<file path="src/rtl/stall_control_unit_pkg.sv">
// Shared definitions for the stall control unit.
// Holds the RV32 opcode constants the hazard logic decodes, the FSM state
// encoding, and the default divider latency.
package stall_control_unit_pkg;

    localparam int unsigned DEFAULT_DIV_LATENCY = 32;

    localparam logic [6:0] OPC_LOAD   = 7'b0000011;
    localparam logic [6:0] OPC_STORE  = 7'b0100011;
    localparam logic [6:0] OPC_JALR   = 7'b1100111;
    localparam logic [6:0] OPC_BRANCH = 7'b1100011;
    localparam logic [6:0] OPC_OP_IMM = 7'b0010011;
    localparam logic [6:0] OPC_OP     = 7'b0110011;

    typedef enum logic {
        StIdle    = 1'b0,
        StDivWait = 1'b1
    } state_e;

endpackage

</file>
<file path="src/rtl/reg_use_decoder.sv">
// Register-use decoder.
// Tells the hazard logic which source fields of the ID instruction are real
// register reads, so immediate bits sitting in the rs2 slot never cause stalls.
// Ports:
//   i_opcode   - opcode of the instruction in ID
//   o_uses_rs1 - instruction reads rs1
//   o_uses_rs2 - instruction reads rs2
module reg_use_decoder
    import stall_control_unit_pkg::*;
(
    input  logic [6:0] i_opcode,
    output logic       o_uses_rs1,
    output logic       o_uses_rs2
);

    always_comb begin
        o_uses_rs1 = 1'b0;
        o_uses_rs2 = 1'b0;
        case (i_opcode)
            OPC_JALR, OPC_LOAD, OPC_OP_IMM: begin
                o_uses_rs1 = 1'b1;
            end
            OPC_STORE, OPC_BRANCH, OPC_OP: begin
                o_uses_rs1 = 1'b1;
                o_uses_rs2 = 1'b1;
            end
            default: begin
            end
        endcase
    end

endmodule

</file>
<file path="src/rtl/stall_control_unit.sv">
// Pipeline stall / flush controller for a 5-stage RV32 core.
// Resolves load-use hazards, multi-cycle divides, taken branches/jumps and
// data-memory wait states into per-register stall, flush and bubble controls,
// and counts cycles in which the PC was held.
// Ports:
//   CLK, RESET                - clock, async active-low reset
//   ID_ADDR1/2, ID_OPCODE     - rs1/rs2/opcode of the ID instruction
//   EXE_ADDR, EXE_MEMREAD     - rd of the EX instruction, EX is a load
//   EXE_DIV                   - EX instruction is DIV/DIVU/REM/REMU
//   BJ_TAKEN                  - branch/jump resolved taken in EX
//   DMEM_BUSY                 - data memory access not yet complete
//   CLR_STATS                 - synchronous clear of STALL_CYCLES
//   *_STALL                   - hold the named pipeline register
//   IF_ID_FLUSH, ID_EX_FLUSH  - load a NOP into IF/ID, ID/EX
//   EX_MEM_BUBBLE             - load a NOP into EX/MEM
//   DIV_DONE                  - divide result valid in EX this cycle
//   STALL_CYCLES              - saturating count of PC-stall cycles
module stall_control_unit
    import stall_control_unit_pkg::*;
#(
    parameter int unsigned DIV_LATENCY = DEFAULT_DIV_LATENCY
) (
    input  logic        CLK,
    input  logic        RESET,
    input  logic [4:0]  ID_ADDR1,
    input  logic [4:0]  ID_ADDR2,
    input  logic [6:0]  ID_OPCODE,
    input  logic [4:0]  EXE_ADDR,
    input  logic        EXE_MEMREAD,
    input  logic        EXE_DIV,
    input  logic        BJ_TAKEN,
    input  logic        DMEM_BUSY,
    input  logic        CLR_STATS,
    output logic        PC_STALL,
    output logic        IF_ID_STALL,
    output logic        ID_EX_STALL,
    output logic        EX_MEM_STALL,
    output logic        MEM_WB_STALL,
    output logic        IF_ID_FLUSH,
    output logic        ID_EX_FLUSH,
    output logic        EX_MEM_BUBBLE,
    output logic        DIV_DONE,
    output logic [15:0] STALL_CYCLES
);

    // Counter load on divide start: the start cycle and the final (done)
    // cycle are not counted, hence -2.
    localparam logic [5:0] LP_DIV_LOAD = (DIV_LATENCY > 1) ? 6'(DIV_LATENCY - 2) : 6'd0;
    localparam logic       LP_DIV_MULTI = (DIV_LATENCY > 1);

    state_e      r_state;
    logic [5:0]  r_div_cnt;
    logic [15:0] r_stall_cycles;

    logic w_uses_rs1;
    logic w_uses_rs2;
    logic w_src_hit;
    logic w_load_use;
    logic w_div_start;
    logic w_div_hold;
    logic w_div_stall;
    logic w_div_done;
    logic w_pc_stall;

    reg_use_decoder u_reg_use_decoder (
        .i_opcode   (ID_OPCODE),
        .o_uses_rs1 (w_uses_rs1),
        .o_uses_rs2 (w_uses_rs2)
    );

    always_comb begin
        w_src_hit = (w_uses_rs1 && (ID_ADDR1 == EXE_ADDR)) ||
                    (w_uses_rs2 && (ID_ADDR2 == EXE_ADDR));

        // Taken branch wins over load-use: the dependent instruction is
        // being flushed anyway.
        w_load_use = (r_state == StIdle) && EXE_MEMREAD && (EXE_ADDR != 5'd0) &&
                     w_src_hit && !BJ_TAKEN;

        w_div_start = (r_state == StIdle) && EXE_DIV && LP_DIV_MULTI && !BJ_TAKEN;
        w_div_hold  = (r_state == StDivWait) && (r_div_cnt != 6'd0);
        w_div_stall = w_div_start || w_div_hold;
        w_div_done  = ((r_state == StIdle) && EXE_DIV && !LP_DIV_MULTI) ||
                      ((r_state == StDivWait) && (r_div_cnt == 6'd0));

        w_pc_stall = DMEM_BUSY || w_div_stall || w_load_use;
    end

    // Memory wait outranks everything; flushes/bubbles are suppressed so the
    // pending action is applied when DMEM_BUSY drops. All controls are gated
    // by RESET so nothing fires while the core is held in reset.
    always_comb begin
        PC_STALL      = RESET && w_pc_stall;
        IF_ID_STALL   = RESET && w_pc_stall;
        ID_EX_STALL   = RESET && (DMEM_BUSY || w_div_stall);
        EX_MEM_STALL  = RESET && DMEM_BUSY;
        MEM_WB_STALL  = RESET && DMEM_BUSY;
        IF_ID_FLUSH   = RESET && !DMEM_BUSY && BJ_TAKEN;
        ID_EX_FLUSH   = RESET && !DMEM_BUSY && (BJ_TAKEN || w_load_use);
        EX_MEM_BUBBLE = RESET && !DMEM_BUSY && w_div_stall;
        DIV_DONE      = RESET && !DMEM_BUSY && w_div_done;
    end

    assign STALL_CYCLES = r_stall_cycles;

    always_ff @(posedge CLK or negedge RESET) begin
        if (!RESET) begin
            r_state        <= StIdle;
            r_div_cnt      <= 6'd0;
            r_stall_cycles <= 16'd0;
        end else begin
            if (CLR_STATS) begin
                r_stall_cycles <= 16'd0;
            end else if (w_pc_stall && (r_stall_cycles != 16'hFFFF)) begin
                r_stall_cycles <= r_stall_cycles + 16'd1;
            end

            if (!DMEM_BUSY) begin
                case (r_state)
                    StIdle: begin
                        if (w_div_start) begin
                            r_state   <= StDivWait;
                            r_div_cnt <= LP_DIV_LOAD;
                        end
                    end
                    StDivWait: begin
                        if (r_div_cnt != 6'd0) begin
                            r_div_cnt <= r_div_cnt - 6'd1;
                        end else begin
                            r_state <= StIdle;
                        end
                    end
                    default: begin
                        r_state <= StIdle;
                    end
                endcase
            end
        end
    end

endmodule

</file>
<file path="config.mk">
export PLATFORM = sky130hd
export DESIGN_NAME = stall_control_unit
export DESIGN_NICKNAME = d
export VERILOG_FILES = /design/src/rtl/stall_control_unit_pkg.sv /design/src/rtl/reg_use_decoder.sv /design/src/rtl/stall_control_unit.sv
export SDC_FILE = /design/constraint.sdc
export NUM_CORES = 1
export LEC_CHECK = 0
export CAP_MARGIN = 20
export CORE_ASPECT_RATIO = 0.6
export CORE_UTILIZATION = 41
export CTS_CLUSTER_SIZE = 14
export DETAILED_ROUTE_END_ITERATION = 16
export PLACE_DENSITY = 0.85
export SYNTH_ARGS = -nofsm -noshare
export SYNTH_HDL_FRONTEND = slang
export SYNTH_SLANG_ARGS = --single-unit
</file>
<file path="constraint.sdc">
create_clock -name CLK -period 2.4 [get_ports CLK]
set_input_delay 0.24 -clock CLK [delete_from_list [all_inputs] [get_ports CLK]]
set_output_delay 0.24 -clock CLK [all_outputs]
set_load 0.005 [all_outputs]
</file>
==> results_dict.tcl <==
# collected from the flow reports
set metrics [dict create \
    wl_met3_um 484 \
    cp-end-kind "flop" \
    clk_latency_ps 270 \
    status "finished, final reports clean" \
    logic_area_sq_um 973 \
    timing.final.max_slew_violations 0 \
    crit_end "STALL_CYCLES[10]" \
    synthFlopType "dfrtp_1" \
    pg_seq_mw 0.502 \
    crit_chain "inv_2 -> ha_2 -> nand2_2 -> o32ai_4 -> and2b_2 -> buf_4 -> or2b_1 -> and2_4 -> buf_6 -> or4_4 -> a21oi_2" \
    required_ps 2610 \
    leakagePower_nw 1.02 \
    power.switching_mw 0.360 \
    port_buffers 53 \
    rrSetupSlack_ps 20 \
    clk_share_pct 2.01 \
    path_depth 11 \
    pwr-share-seq_pct 44.6 \
    crit_path_max_incr_delay_ps 410 \
    clock-root-buffer "clkbuf_8" \
    path_buffers 3 \
    ctsHtreeMaxLevel 1 \
    tightestPinTransition_ps 334 \
    drc 0 \
    cts_hold_buf 0 \
    antenna_found_initial 0 \
    muxShareOfSynthArea_pct 2.65 \
    tapCellCount 45 \
    ant_nets 0 \
]
[metrics by stage]
| step | power (mW) | hold slack [ps] | instances | worst slack, ps | TNS [ps] |
|---|---|---|---|---|---|
| after floorplan | 0.645 | -55.6 | 177 | 202 | 0 |
| after global placement | 0.776 | 496 | 281 | -176 | -1340 |
| after detailed placement | 0.789 | 508 | 281 | -206 | -1710 |
| after CTS | 1.04 | 344 | 289 | 5.49 | 0 |
| after global routing | 1.19 | 371 | 299 | -42.2 | -197 |
| final | 1.12 | 359 | 299 | 21.2 | 0 |
[repair_timing]
item,4_1_cts,5_1_grt
endpoints found under the hold margin,0,0
gates resized,8,24
setup buffers,4,10
pin swaps,3,8
endpoints found under the setup margin,4,16
[state kept, by name, indices dropped and copies added (netlist names)]
register,flops
STALL_CYCLES,16
r_div_cnt,6
r_state,1
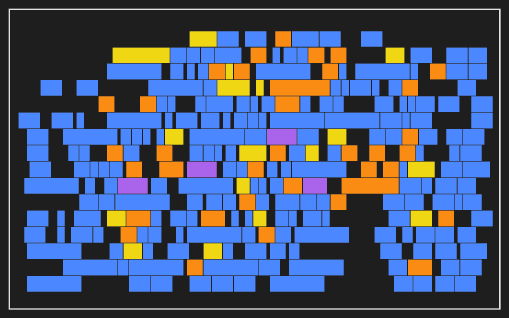
Fig. 1. Sizing map.
Drawn at 6 px/um.
orange -> x3 and x4  # cells 36, share 14%
yellow -> x2  # cells 17, share 6.7%
purple -> x6 and larger  # cells 4, share 1.6%
blue -> x1 and smaller  # cells 197, share 78%

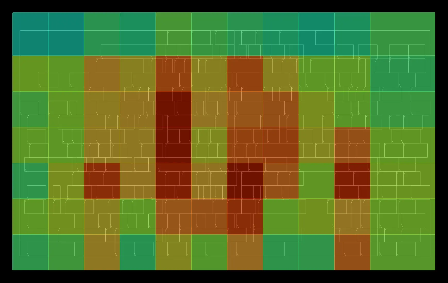
Fig. 2. Congestion heat map.
met3 usage: 6.30%
final core occ: 70.6%
gr busiest metal: met2
Avg WL per Cell: 15.6 um
GRT Overall Usage: 22.7%

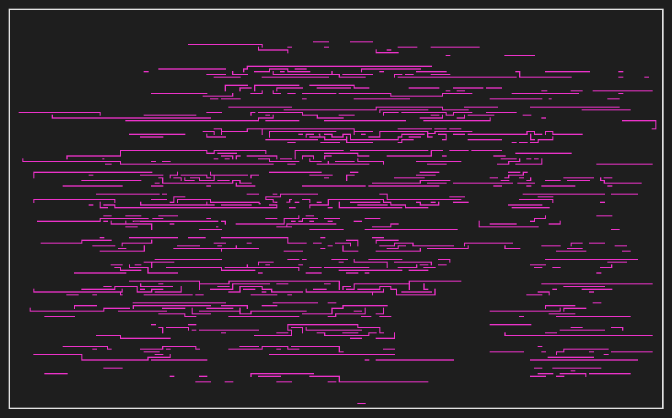
Fig. 3. Signal wires on met1.
Drawn at 8 px/um.
main direction = horizontal
wire length on this layer = 2040 um
longest straight run = 23.0 um
nets with wire on the layer = 239
share of all routed wire = 44%
total number of vias: 1657
total wire length: 4650 um
met1 GRT Util: 30.4%

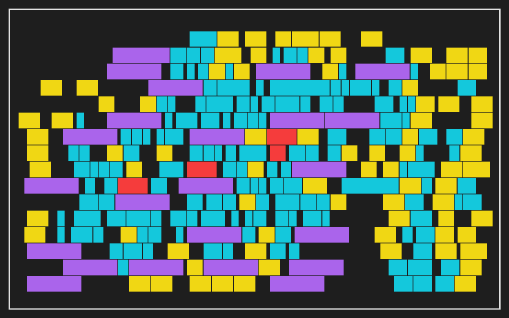
Fig. 4. Placed cells, one colour a class.
Drawn at 6 px/um.
purple -> registers  # cells 23, share of their area 24%
yellow -> remaining buffers and delay cells  # cells 81, share of their area 32%
cyan -> remaining logic cells  # cells 146, share of their area 42%
red -> clock drivers and dummy loads  # cells 4, share of their area 2.1%
cell area after layout: 0.00243 sq mm
FP Rows: 16
CORE AREA: 0.00344 sq mm
Seq area share: 23.7%

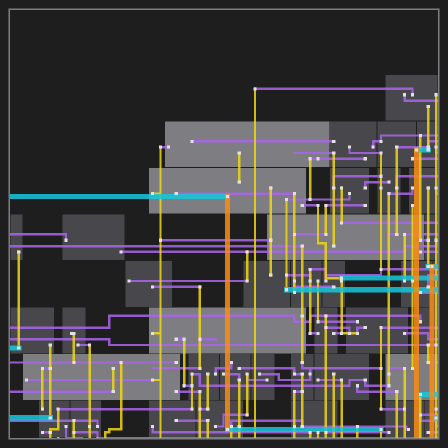
Fig. 5. A small window of the routed layout.
Region (8, 25) to (33, 50) um. Cells in grey, sequential cells in the stronger grey; small squares are vias.
orange -> M4
purple -> M1
yellow -> M2
cyan -> M3
netlist names of flops here include = STALL_CYCLES (2), r_div_cnt (2)
cells with their middle in the window = 33
sequential cells in the window = 5
most frequent = dfrtp_1 (4), a21oi_1 (4), buf_4 (4)

Power figures rest on the tool's default switching activity, not on a simulated workload.
